Figure 1. PDN straps and rails (run 1).
(3 px per um) Pins as bars on the die edge.
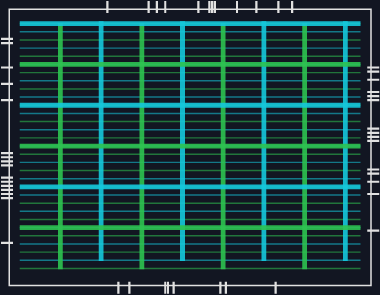
Figure 2. Cell classes on the final placement (run 1).
(2 px per um) Fill, decap, tap and diode cells in gray.
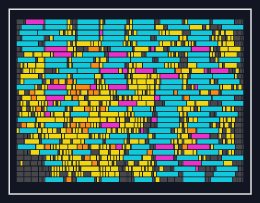
Figure 3. Routed clock nets over the placement (run 1).
(4 px per um)
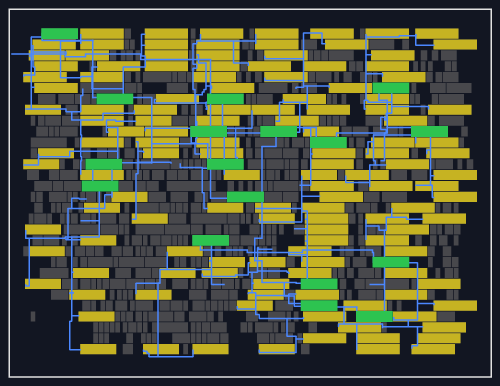
[src/rtl/burst_requester_if.sv]
// Handshake bundle between the burst requester and its neighbours.
//   Client side : in_valid / in_data / in_ready (three independent clients)
//   Arbiter side: r (request out), g (grant in)
//   Sink side   : out_valid / out_data / out_src / out_last / out_ready
// The master modport is the requester itself. The slave modport is everything
// around it: clients, arbiter and sink.
interface burst_requester_if #(
  parameter int unsigned DW = 8
);
  logic [2:0]      in_valid;
  logic [3*DW-1:0] in_data;
  logic [2:0]      in_ready;
  logic [2:0]      r;
  logic [2:0]      g;
  logic            out_valid;
  logic [DW-1:0]   out_data;
  logic [1:0]      out_src;
  logic            out_last;
  logic            out_ready;

  modport master (
    input  in_valid, in_data, g, out_ready,
    output in_ready, r, out_valid, out_data, out_src, out_last
  );

  modport slave (
    output in_valid, in_data, g, out_ready,
    input  in_ready, r, out_valid, out_data, out_src, out_last
  );
endinterface

[src/rtl/burst_requester.sv]
// Client-side front end for a three-way request/grant arbiter.
// Each client owns a DEPTH-word FIFO. While a client holds data it raises r[i].
// When g[i] arrives, up to MAX_BURST words stream onto the shared output channel.
// r[i] then drops for at least one cycle so the arbiter can move on.
//
// Ports:
//   clk  - clock, rising edge
//   rst  - asynchronous, active-high reset
//   bus  - burst_requester_if.master. It carries the client push ports, the
//          arbiter r/g pair and the shared output channel.
module burst_requester #(
  parameter int unsigned DW        = 8,
  parameter int unsigned DEPTH     = 4,
  parameter int unsigned MAX_BURST = 4
) (
  input logic               clk,
  input logic               rst,
  burst_requester_if.master bus
);

  localparam int unsigned PtrW   = (DEPTH > 1) ? $clog2(DEPTH) : 1;
  localparam int unsigned CntW   = $clog2(DEPTH + 1);
  localparam int unsigned BurstW = $clog2(MAX_BURST + 1);

  localparam logic [CntW-1:0]   CountFull = CntW'(DEPTH);
  localparam logic [CntW-1:0]   CountOne  = CntW'(1);
  localparam logic [BurstW-1:0] BurstMax  = BurstW'(MAX_BURST);

  typedef enum logic [1:0] {
    StIdle,
    StReq,
    StCool
  } state_e;

  // Per-client state
  state_e            state_q  [3];
  state_e            state_d  [3];
  logic [BurstW-1:0] burst_q  [3];
  logic [BurstW-1:0] burst_d  [3];
  logic [CntW-1:0]   count_q  [3];
  logic [CntW-1:0]   count_d  [3];
  logic [PtrW-1:0]   wr_ptr_q [3];
  logic [PtrW-1:0]   rd_ptr_q [3];
  logic [DW-1:0]     mem_q    [3][DEPTH];

  logic [2:0]        not_full;
  logic [2:0]        push;
  logic [2:0]        serve;    // lowest set bit of g
  logic [2:0]        active;   // served client is requesting and has data
  logic [2:0]        closing;  // a transfer now would end the burst
  logic [2:0]        pop;
  logic [2:0]        req;

  // FIFO space and pushes. Space comes from the registered count only, so a
  // pop does not free room for a push in the same cycle.
  always_comb begin
    not_full = '0;
    push     = '0;
    for (int i = 0; i < 3; i++) begin
      not_full[i] = (count_q[i] != CountFull);
      push[i]     = bus.in_valid[i] & not_full[i];
    end
  end

  // Only the lowest grant bit is honoured. Any extra bits from a misbehaving
  // arbiter are ignored.
  always_comb begin
    serve    = '0;
    serve[0] = bus.g[0];
    serve[1] = bus.g[1] & ~bus.g[0];
    serve[2] = bus.g[2] & ~bus.g[1] & ~bus.g[0];
  end

  // A grant reaching a client in IDLE or COOL is the arbiter's release tail.
  // It moves nothing.
  always_comb begin
    active  = '0;
    closing = '0;
    pop     = '0;
    for (int i = 0; i < 3; i++) begin
      active[i]  = serve[i] & (state_q[i] == StReq) & (count_q[i] != '0);
      closing[i] = ((burst_q[i] + BurstW'(1)) == BurstMax) |
                   ((count_q[i] == CountOne) & ~push[i]);
      pop[i]     = active[i] & bus.out_ready;
    end
  end

  // Shared output channel. It reads zero when nothing is being offered.
  always_comb begin
    bus.out_data = '0;
    bus.out_src  = '0;
    for (int i = 0; i < 3; i++) begin
      if (active[i]) begin
        bus.out_data = mem_q[i][rd_ptr_q[i]];
        bus.out_src  = 2'(i);
      end
    end
    bus.out_valid = |active;
    bus.out_last  = |(active & closing);
  end

  // Occupancy update
  always_comb begin
    for (int i = 0; i < 3; i++) begin
      count_d[i] = count_q[i];
      case ({push[i], pop[i]})
        2'b10:   count_d[i] = count_q[i] + CntW'(1);
        2'b01:   count_d[i] = count_q[i] - CntW'(1);
        default: count_d[i] = count_q[i];
      endcase
    end
  end

  // Per-client request FSM.
  // COOL waits for the grant to fall, which guarantees the arbiter sees r[i]
  // low before this client asks again.
  always_comb begin
    for (int i = 0; i < 3; i++) begin
      state_d[i] = state_q[i];
      burst_d[i] = burst_q[i];
      case (state_q[i])
        StIdle: begin
          if (count_q[i] != '0) begin
            state_d[i] = StReq;
          end
        end
        StReq: begin
          if (pop[i]) begin
            if (closing[i]) begin
              state_d[i] = StCool;
              burst_d[i] = '0;
            end else begin
              burst_d[i] = burst_q[i] + BurstW'(1);
            end
          end
        end
        StCool: begin
          if (!bus.g[i]) begin
            state_d[i] = StIdle;
          end
        end
        default: begin
          state_d[i] = StIdle;
          burst_d[i] = '0;
        end
      endcase
    end
  end

  // r is decoded straight from the state flops, so it is glitch-free and
  // effectively registered.
  always_comb begin
    req = '0;
    for (int i = 0; i < 3; i++) begin
      req[i] = (state_q[i] == StReq);
    end
  end

  assign bus.r        = req;
  assign bus.in_ready = not_full;

  always_ff @(posedge clk or posedge rst) begin
    if (rst) begin
      for (int i = 0; i < 3; i++) begin
        state_q[i]  <= StIdle;
        burst_q[i]  <= '0;
        count_q[i]  <= '0;
        wr_ptr_q[i] <= '0;
        rd_ptr_q[i] <= '0;
      end
    end else begin
      for (int i = 0; i < 3; i++) begin
        state_q[i] <= state_d[i];
        burst_q[i] <= burst_d[i];
        count_q[i] <= count_d[i];
        // DEPTH is a power of two, so the pointers wrap naturally.
        if (push[i]) begin
          wr_ptr_q[i] <= wr_ptr_q[i] + PtrW'(1);
        end
        if (pop[i]) begin
          rd_ptr_q[i] <= rd_ptr_q[i] + PtrW'(1);
        end
      end
    end
  end

  // Storage is not reset. Output data is gated by active, so stale words never
  // become visible.
  always_ff @(posedge clk) begin
    for (int i = 0; i < 3; i++) begin
      if (push[i]) begin
        mem_q[i][wr_ptr_q[i]] <= bus.in_data[i*DW +: DW];
      end
    end
  end

endmodule
[src/flat_wrapper.sv]
// flat-port wrapper written by rule: the top's interface ports become plain ports
module burst_requester_flat 
#(
  parameter int unsigned DW        = 8,
  parameter int unsigned DEPTH     = 4,
  parameter int unsigned MAX_BURST = 4
)
  (clk, rst, bus_in_valid, bus_in_data, bus_g, bus_out_ready, bus_in_ready, bus_r, bus_out_valid, bus_out_data, bus_out_src, bus_out_last);
  burst_requester_if #(.DW(DW)) bus_i ();
  input logic clk;
  input logic rst;
  input wire logic [$bits(bus_i.in_valid)-1:0] bus_in_valid;
  input wire logic [$bits(bus_i.in_data)-1:0] bus_in_data;
  input wire logic [$bits(bus_i.g)-1:0] bus_g;
  input wire logic [$bits(bus_i.out_ready)-1:0] bus_out_ready;
  output wire logic [$bits(bus_i.in_ready)-1:0] bus_in_ready;
  output wire logic [$bits(bus_i.r)-1:0] bus_r;
  output wire logic [$bits(bus_i.out_valid)-1:0] bus_out_valid;
  output wire logic [$bits(bus_i.out_data)-1:0] bus_out_data;
  output wire logic [$bits(bus_i.out_src)-1:0] bus_out_src;
  output wire logic [$bits(bus_i.out_last)-1:0] bus_out_last;
  assign bus_i.in_valid = bus_in_valid;
  assign bus_i.in_data = bus_in_data;
  assign bus_i.g = bus_g;
  assign bus_i.out_ready = bus_out_ready;
  assign bus_in_ready = bus_i.in_ready;
  assign bus_r = bus_i.r;
  assign bus_out_valid = bus_i.out_valid;
  assign bus_out_data = bus_i.out_data;
  assign bus_out_src = bus_i.out_src;
  assign bus_out_last = bus_i.out_last;
  burst_requester #(.DW(DW), .DEPTH(DEPTH), .MAX_BURST(MAX_BURST)) u_core (.clk(clk), .rst(rst), .bus(bus_i));
endmodule
[config.mk]
export PLATFORM = sky130hd
export DESIGN_NAME = burst_requester_flat
export DESIGN_NICKNAME = d
export VERILOG_FILES = /design/src/rtl/burst_requester_if.sv /design/src/rtl/burst_requester.sv /design/src/flat_wrapper.sv
export SDC_FILE = /design/constraint.sdc
export NUM_CORES = 1
export LEC_CHECK = 0
export ABC_AREA = 1
export CORE_ASPECT_RATIO = 0.75
export CORE_MARGIN = 3
export CORE_UTILIZATION = 63
export DETAILED_ROUTE_END_ITERATION = 8
export DONT_BUFFER_PORTS = 1
export GPL_TIMING_DRIVEN = 0
export PLACE_DENSITY = 0.78
export SYNTH_ARGS = -nofsm -noshare
export SYNTH_HDL_FRONTEND = slang
export SYNTH_SLANG_ARGS = --single-unit
[constraint.sdc]
create_clock -name clk -period 2.3 [get_ports clk]
set_clock_uncertainty 0.1 [all_clocks]
set_input_delay 0.575 -clock clk [delete_from_list [all_inputs] [get_ports clk]]
set_output_delay 0.575 -clock clk [all_outputs]
set_load 0.1 [all_outputs]
==> CHANGELOG.md, run 1 <==
### Physical design

* Endpoint of the lowest-slack register-to-register path: u_core.count_q[2]$_DFFE_PP0P_
* Starting DRT DRC Count at about 600
* Violations in the final reports: negative setup slack
* Register Area at about 0.0038 mm^2
* Synth Warn # at 0
* Most frequently used cell type in the post-synthesis netlist: edfxtp_1
* Well-tap cell count at around 130
* Final critical delay including setup and external delays at 2700 ps
* Power spent charging and discharging nets at 5.13 mW
* Top Layout Cells: 96 x edfxtp_1, 78 x nor2_1, 61 x nand2_1
* FP Rows at 30
* Via count of the routed design at roughly 4,500
* Die Height at roughly 92 um
* Measured slew at the worst slew-check pin at just over 800 ps
* Stages on the worst setup path at 5
* Type of element capturing the critical path: output pin
* Crit path cell chain: clkbuf_2 > o21ai_0 > o21ai_2 > nand2_4 > nand3_4
* Sequential Power Share at 31.1%
* Register share after synthesis at about three fifths
* Antenna Violating Nets Remaining at 0
* Most frequent logic cell in the layout: edfxtp_1
* Reported clock group power at ~2.6 mW
* GR Overflow Total at 0
* Area of the core at 0.00927 mm^2
* RSZ-0062 raised after global routing: yes
* Type of element launching the critical path: flop
* Buffers, non-clock at 35
* H-tree level count at 4
* Total power per unit cell area at 1500 mW/mm^2
* Wire length on met2 at around 7700 um
* Sequential fraction of total cell area at 49.5%
* Number of remaining DRC errors at 0
* Delay of the slowest cell on the worst path at ~400 ps
* Area fraction in mux cells at 0%
* Met1 routing resource usage after global routing at 35.0%
* Critical Path End: bus_out_data[6]
* Count of max-cap constraint violations at 0
* GR peak layer: met2
* Number of instances in the synthesized netlist at 578
* PnR worst setup slack at -399 ps
* Met3 Use GR at 8.41%
* Highest-power group: combinational cells
* Synthesis area per yosys at 0.00615 mm^2
* Post-CTS setup-driven buffer insertion count at 16
* Top cells, area: edfxtp_1 47%, dfrtp_1 15%, ha_1 6.7%
* Logic pwr share at between 40% and 50%
* Flops after synth at between 100 and 150
* GR met2 Demand/Resource at between 40 and 50%
* Area share of and-or/or-and cells after synthesis at 6.81%
* Post-synthesis async set-or-reset flop share at between 20% and 30%
* Worst-case register-to-register setup slack at -190 ps
* Post-synthesis cell area at slightly above 0.006 mm^2
* Mapped Nets at roughly 640
* CTS Buf Count at 17
* Total of cells resized after clock tree synthesis at between 100 and 150
* Wire length on met1 at about 6200 um
* Worst EP required at roughly 1600 ps
* Number of antenna violations at the first check in global routing at 0
* Clk sinks at 132
* I/O pin count at 51
* Share of Yosys cell area claimed by the top area cell type at a little under half
* Clock tree from TritonCTS: yes
* Synth-to-layout area growth at 24.3%
* Classification of the worst setup path: reg2out
* Vias per cell at slightly below 6
* FF-to-FF Start: u_core.count_q[0]$_DFFE_PP0P_
* Final setup violating endpoints at 12
* Routed len/inst at ~20 um
* Non-clk invs at approximately 66
* CTS Hold Buffers Added at 0
* Worst Path Arrival at between 2000 and 2500 ps
* # diodes at 0
* Pre-Repair DR Iteration Count at 5
* Post-route core utilization at slightly above 80%
* Max Used Layer: met4
* Final Hold Violating Endpoints at 0
* Maximum ir drop on the vdd rail at between 800 and 900 uV
* Number of global-route vias before repair at about 4,300
* Adder and majority gate portion of the synthesized area at 6.71%
* Family of cells with the greatest summed delay on the critical path: AND-OR/OR-AND gates
* Final std cells w/o fill at approximately 760
* Slew HR at 45.3%
* Number of buffers on the longest clock path at 2
* Number of distinct library cells after synthesis at 33
* Total number of warnings across the stage logs at 50
* Sw Ratio at 44.8%
* Flop count at approximately 130
* Global-route wire length before repair at between 20,000 and 25,000 um
* Share of layout cells above drive strength 1 at between 20% and 30%
* Total Die Area at around 0.011 mm^2
* F_max at between 300 and 400 MHz
* Worst reg-to-reg path cell count at 13
* Clock network contribution to total cell area at approximately 7.4%
* Layout filler cell count at roughly 500
* Clock insertion delay at the later pin of the skew report at around 420 ps
* Detail Placement HPWL at 8520 um
* Data buffer area share at 3.78%
* Proportion of power drawn by the clock network at 22.8%
* Clock-pin slew reported for the worst setup and hold paths after clock tree synthesis at roughly 60 ps
* Cell with the largest stage delay on the worst path: o21ai_0
* Biggest area consumer among cell classes: registers
* Xor and xnor fraction of the mapped netlist area at under 10%
* Number of flip-flops in the largest register at roughly 96
* Simple-Gate Area Share at 17.2%
* Clock root buffer master: clkbuf_16
* Met3 WL at between 1000 and 1500 um
* Flop+latch power at approximately 3.6 mW
* Prevailing post-synth register cell: edfxtp_1
* Final period utilization at 117%
* Pin count of the biggest net entering global routing at 37
* Total power at roughly 11 mW
* Run status: finished with violations
* Top cell type by total area after synthesis: edfxtp_1
* Cell count listed in synth_stat.txt at slightly below 600
* Logic area at between 0.002 and 0.003 mm^2
* Fraction of area in multi-input gates at roughly 33%
* Final RePlAce weighted congestion at ~0.87
* Biggest combinational cell group after synthesis: simple AND/OR/NAND/NOR gates
* HP Class: in2async
* Max FO, Critical Path at 10
* Leakage at ~3.2 nW
* Overall fraction of global-route tracks in use at a little over a quarter
* Number of clock buffers in the layout at 17
* Combinational logic power at ~5.3 mW
* Combinational Gates at 367
* Starting utilization of the core area at around two thirds
* Buffer-and-inverter tally for the worst setup path at 1
* Top cells by count, synth: 96 x edfxtp_1, 91 x nand2_1, 91 x nor2_1
* Number of slew-limit violations in the final report at 0
* Internal power at about 6.3 mW
* Number of cells after detailed placement at around 710
* Nets at 685
* Total routed wirelength at between 15,000 and 20,000 um
* Number of input and output port buffers inserted at 0
Notes on Figure 1 above:
VSS -> green
VDD -> cyan
met1 rails = 31
met4 straps = 8

Notes on Figure 2 above:
clock drivers and dummy loads -> magenta  # cells 32, share of their area 7.6%
flops -> cyan  # cells 132, share of their area 51%
combinational and other logic -> yellow  # cells 433, share of their area 38%
other buffers and delay cells -> orange  # cells 35, share of their area 3.9%

Notes on Figure 3 above:
clock wires -> blue  # length 1,660 um
flip-flops -> yellow  # count 132
clock drivers -> green  # count 17
flops lie = widely spread
routed clock nets = 18

==> run 1: metrics by stage <==
step	worst slack (ps)	hold slack, ps	setup TNS [ps]	area (um^2)
2_1_floorplan	-123	363	-145	6280
3_3_place_gp	-330	386	-22330	6440
3_5_place_dp	-408	391	-26190	6440
4_1_cts	-302	115	-5890	7560
5_1_grt	-421	127	-4080	7650
6_report	-399	92.8	-3420	7650
==> run 1: worst reg2reg max path: stages, from the launching register on <==
cell and delay, ps:
dfrtp_1 390, inv_2 70, ha_4 160, inv_2 60, nor2_4 40, nor2_4 180, buf_4 150, nand3_2 160
inv_2 200, ha_1 300, nor2_1 160, o21ai_1 130, xor2_1 190, inv_1 80
==> run 2: changes to the inputs <==
Settings changed: CORE_UTILIZATION 63 to 35, PLACE_DENSITY 0.78 to 0.48.
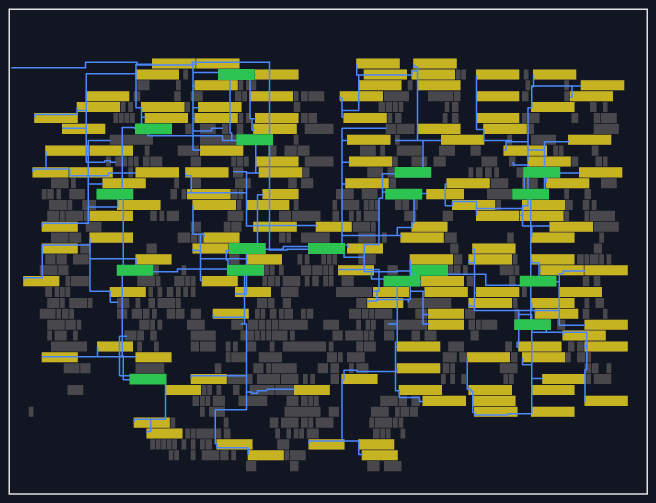
Figure 4: run 2, routed clock nets over the placement.
(4 px per um)
flip-flops -> yellow  # count 132
clock wires -> blue  # length 1,740 um
clock drivers -> green  # count 17
routed clock nets = 18
flops lie = widely spread

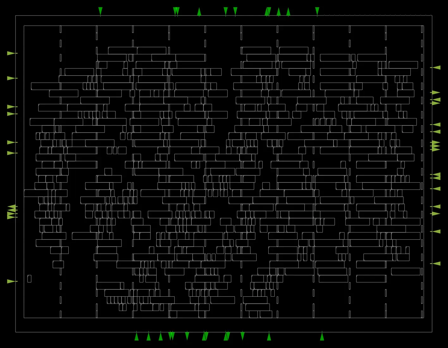
Figure 5: run 2, placed standard cells.
FP Rows: 41
final std cells w/o fill: 869
area of the core: 0.0170 mm^2
layout filler cell count: 1,567
flop count: 132

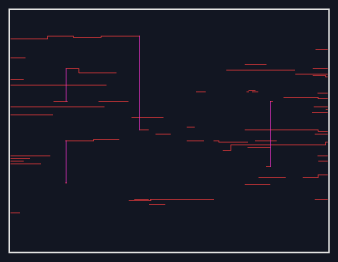
Figure 6: run 2, signal wires by layer.
(2 px per um) Two of the layers only.
metal 4 -> magenta  # wire length 117 um
metal 3 -> red  # wire length 760 um

==> CHANGELOG.md, run 2 <==
### Physical design

* Met3 WL at 759 um
* Antenna Violating Nets Remaining at 0
* Worst Path Arrival at roughly 1900 ps
* Number of slew-limit violations in the final report at 0
* Clock-pin slew reported for the worst setup and hold paths after clock tree synthesis at around 60 ps
* Overall fraction of global-route tracks in use at roughly 16%
* Wire length on met2 at 6900 um
* Xor and xnor fraction of the mapped netlist area at 2.28%
* Most frequent logic cell in the layout: edfxtp_1
* Prevailing post-synth register cell: edfxtp_1
* Classification of the worst setup path: reg2out
* Run status: finished with violations
* Adder and majority gate portion of the synthesized area at approximately 6.7%
* Setup TNS Final at -2730 ps
* F_max at 388 MHz
* Clk sinks at roughly 130
* Nets at just under 700
* Post-synthesis cell area at between 0.006 and 0.007 mm^2
* Measured slew at the worst slew-check pin at roughly 840 ps
* Sequential fraction of total cell area at between 40% and 50%
* Total power at about 11 mW
* FF-to-FF Start: u_core.count_q[0]$_DFFE_PP0P_
* Combinational Gates at approximately 370
* Place WS at -483 ps
* Fraction of area in multi-input gates at roughly 32%
* Well-tap cell count at ~240
* Placement-stage cell area at around 0.0066 mm^2
* Buffers, non-clock at 36
* Wire length on met1 at 6640 um
* I/O pin count at approximately 50
* Logic area at ~0.0025 mm^2
* Cell count listed in synth_stat.txt at just under 600
* Max Used Layer: met4
* Horizontal extent of the die at around 160 um
* Number of remaining DRC errors at 0
* Total power per unit cell area at between 1000 and 1500 mW/mm^2
* GR peak layer: met2
* Post-route worst hold slack at 110 ps
* Total routed wirelength at ~14,000 um
* CTS Buf Count at 17
* Number of global-route vias before repair at roughly 4,100
* Pre-Repair DR Iteration Count at 4
* Top cell type by total area after synthesis: edfxtp_1
* Family of cells with the greatest summed delay on the critical path: buffers and inverters
* Synth-to-layout area growth at 27.3%
* Buffer-and-inverter tally for the worst setup path at 2
* Number of input and output port buffers inserted at 0
* HP Class: in2async
* Number of flip-flops in the largest register at ~96
* Number of antenna violations at the first check in global routing at 0
* Area share of and-or/or-and cells after synthesis at under 10%
* Global-route wire length before repair at roughly 23,000 um
* Met3 Use GR at approximately 4.8%
* Delay of the slowest cell on the worst path at 350 ps
* Number of cells after detailed placement at 814
* Met1 routing resource usage after global routing at between 20% and 30%
* Biggest area consumer among cell classes: registers
* Area fraction in mux cells at 0%
* Register share after synthesis at around three fifths
* Final period utilization at 112%
* Origin of the worst setup path: u_core.rd_ptr_q[0]$_DFFE_PP0P_
* Clock tree from TritonCTS: yes
* Biggest combinational cell group after synthesis: simple AND/OR/NAND/NOR gates
* Mapped Nets at 644
* Via count of the routed design at around 4,000
* Top cells by count, synth: 96 x edfxtp_1, 91 x nand2_1, 91 x nor2_1
* Maximum ir drop on the vdd rail at between 500 and 600 uV
* H-tree level count at 4
* Total of cells resized after clock tree synthesis at about 110
* Data buffer area share at under 10%
* Clock network contribution to total cell area at ~7.5%
* Leakage at around 3.2 nW
* Most frequently used cell type in the post-synthesis netlist: edfxtp_1
* Number of buffers on the longest clock path at 2
* Share of Yosys cell area claimed by the top area cell type at a little under half
* Vias per cell at approximately 4.7
* Total number of warnings across the stage logs at around 50
* Slew HR at 44.1%
* Starting utilization of the core area at 36.1%
* GR met2 Demand/Resource at approximately 26%
* Type of element capturing the critical path: output pin
* Max FO, Critical Path at 10
* Number of instances in the synthesized netlist at 578
* Cell with the largest stage delay on the worst path: dfrtp_1
* Simple-Gate Area Share at between 10% and 20%
* Clock root buffer master: clkbuf_16
* Detail Placement HPWL at 9380 um
* Final Cell Area at between 0.007 and 0.008 mm^2
* Total Die Area at between 0.015 and 0.02 mm^2
* Final RePlAce weighted congestion at around 0.75
* Post-CTS setup-driven buffer insertion count at 12
* Flops after synth at ~130
* PnR worst setup slack at -275 ps
* Routed len/inst at around 17 um
* Share of layout cells above drive strength 1 at a little over a quarter
* Register Area at approximately 0.0038 mm^2
* Post-route core utilization at 46.0%
* RSZ-0062 raised after global routing: yes
* Top cells, area: edfxtp_1 47%, dfrtp_1 15%, ha_1 6.7%
* CTS Hold Buffers Added at 0
* Post-synthesis async set-or-reset flop share at between 20% and 30%
* Worst EP required at roughly 1600 ps
* Final Hold Violating Endpoints at 0
* Clock insertion delay at the later pin of the skew report at about 410 ps
* Starting DRT DRC Count at about 330
* GR Overflow Total at 0
* Final setup violating endpoints at 11
* # diodes at 0
* Die Height at about 120 um
* Number of distinct library cells after synthesis at 33
* Count of max-cap constraint violations at 0
* Number of clock buffers in the layout at 19
* Synthesis area per yosys at 0.00615 mm^2
* Pin count of the biggest net entering global routing at 37
* Crit path cell chain: clkbuf_4 > buf_4 > o21ai_0 > o22ai_2 > nand2_4 > nand3_4
* Top Layout Cells: 96 x edfxtp_1, 78 x nor2_1, 66 x nand2_1
* Non-clk invs at around 66
* Violations in the final reports: negative setup slack
* Final critical delay including setup and external delays at around 2600 ps
-- run 2: final timing paths --
kind,end,slack (ps),depth (start not counted)
min,u_core.wr_ptr_q[3]$_DFFE_PP0P_,110,1
max reg2reg,u_core.count_q[2]$_DFFE_PP0P_,-230,10
max,bus_out_data[7],-280,6
min reg2reg,u_core.burst_q[2]$_DFFE_PP0P_,410,2
min in group clk,u_core.mem_q[0][55]$_DFFE_PP_,160,0
max in group asynchronous,u_core.rd_ptr_q[1]$_DFFE_PP0P_,1400,1
-- run 2: report_power, final --
part           switching, mW  internal, mW  total [mW]  leakage, nW
Combinational           3.59          1.60        5.19         1.61
Sequential             0.329          3.21        3.53         1.31
Clock                   1.01          1.70        2.71        0.281
Total                   4.93          6.51        11.4         3.20
No activity file was given, so power comes from the tool's default toggle rates.
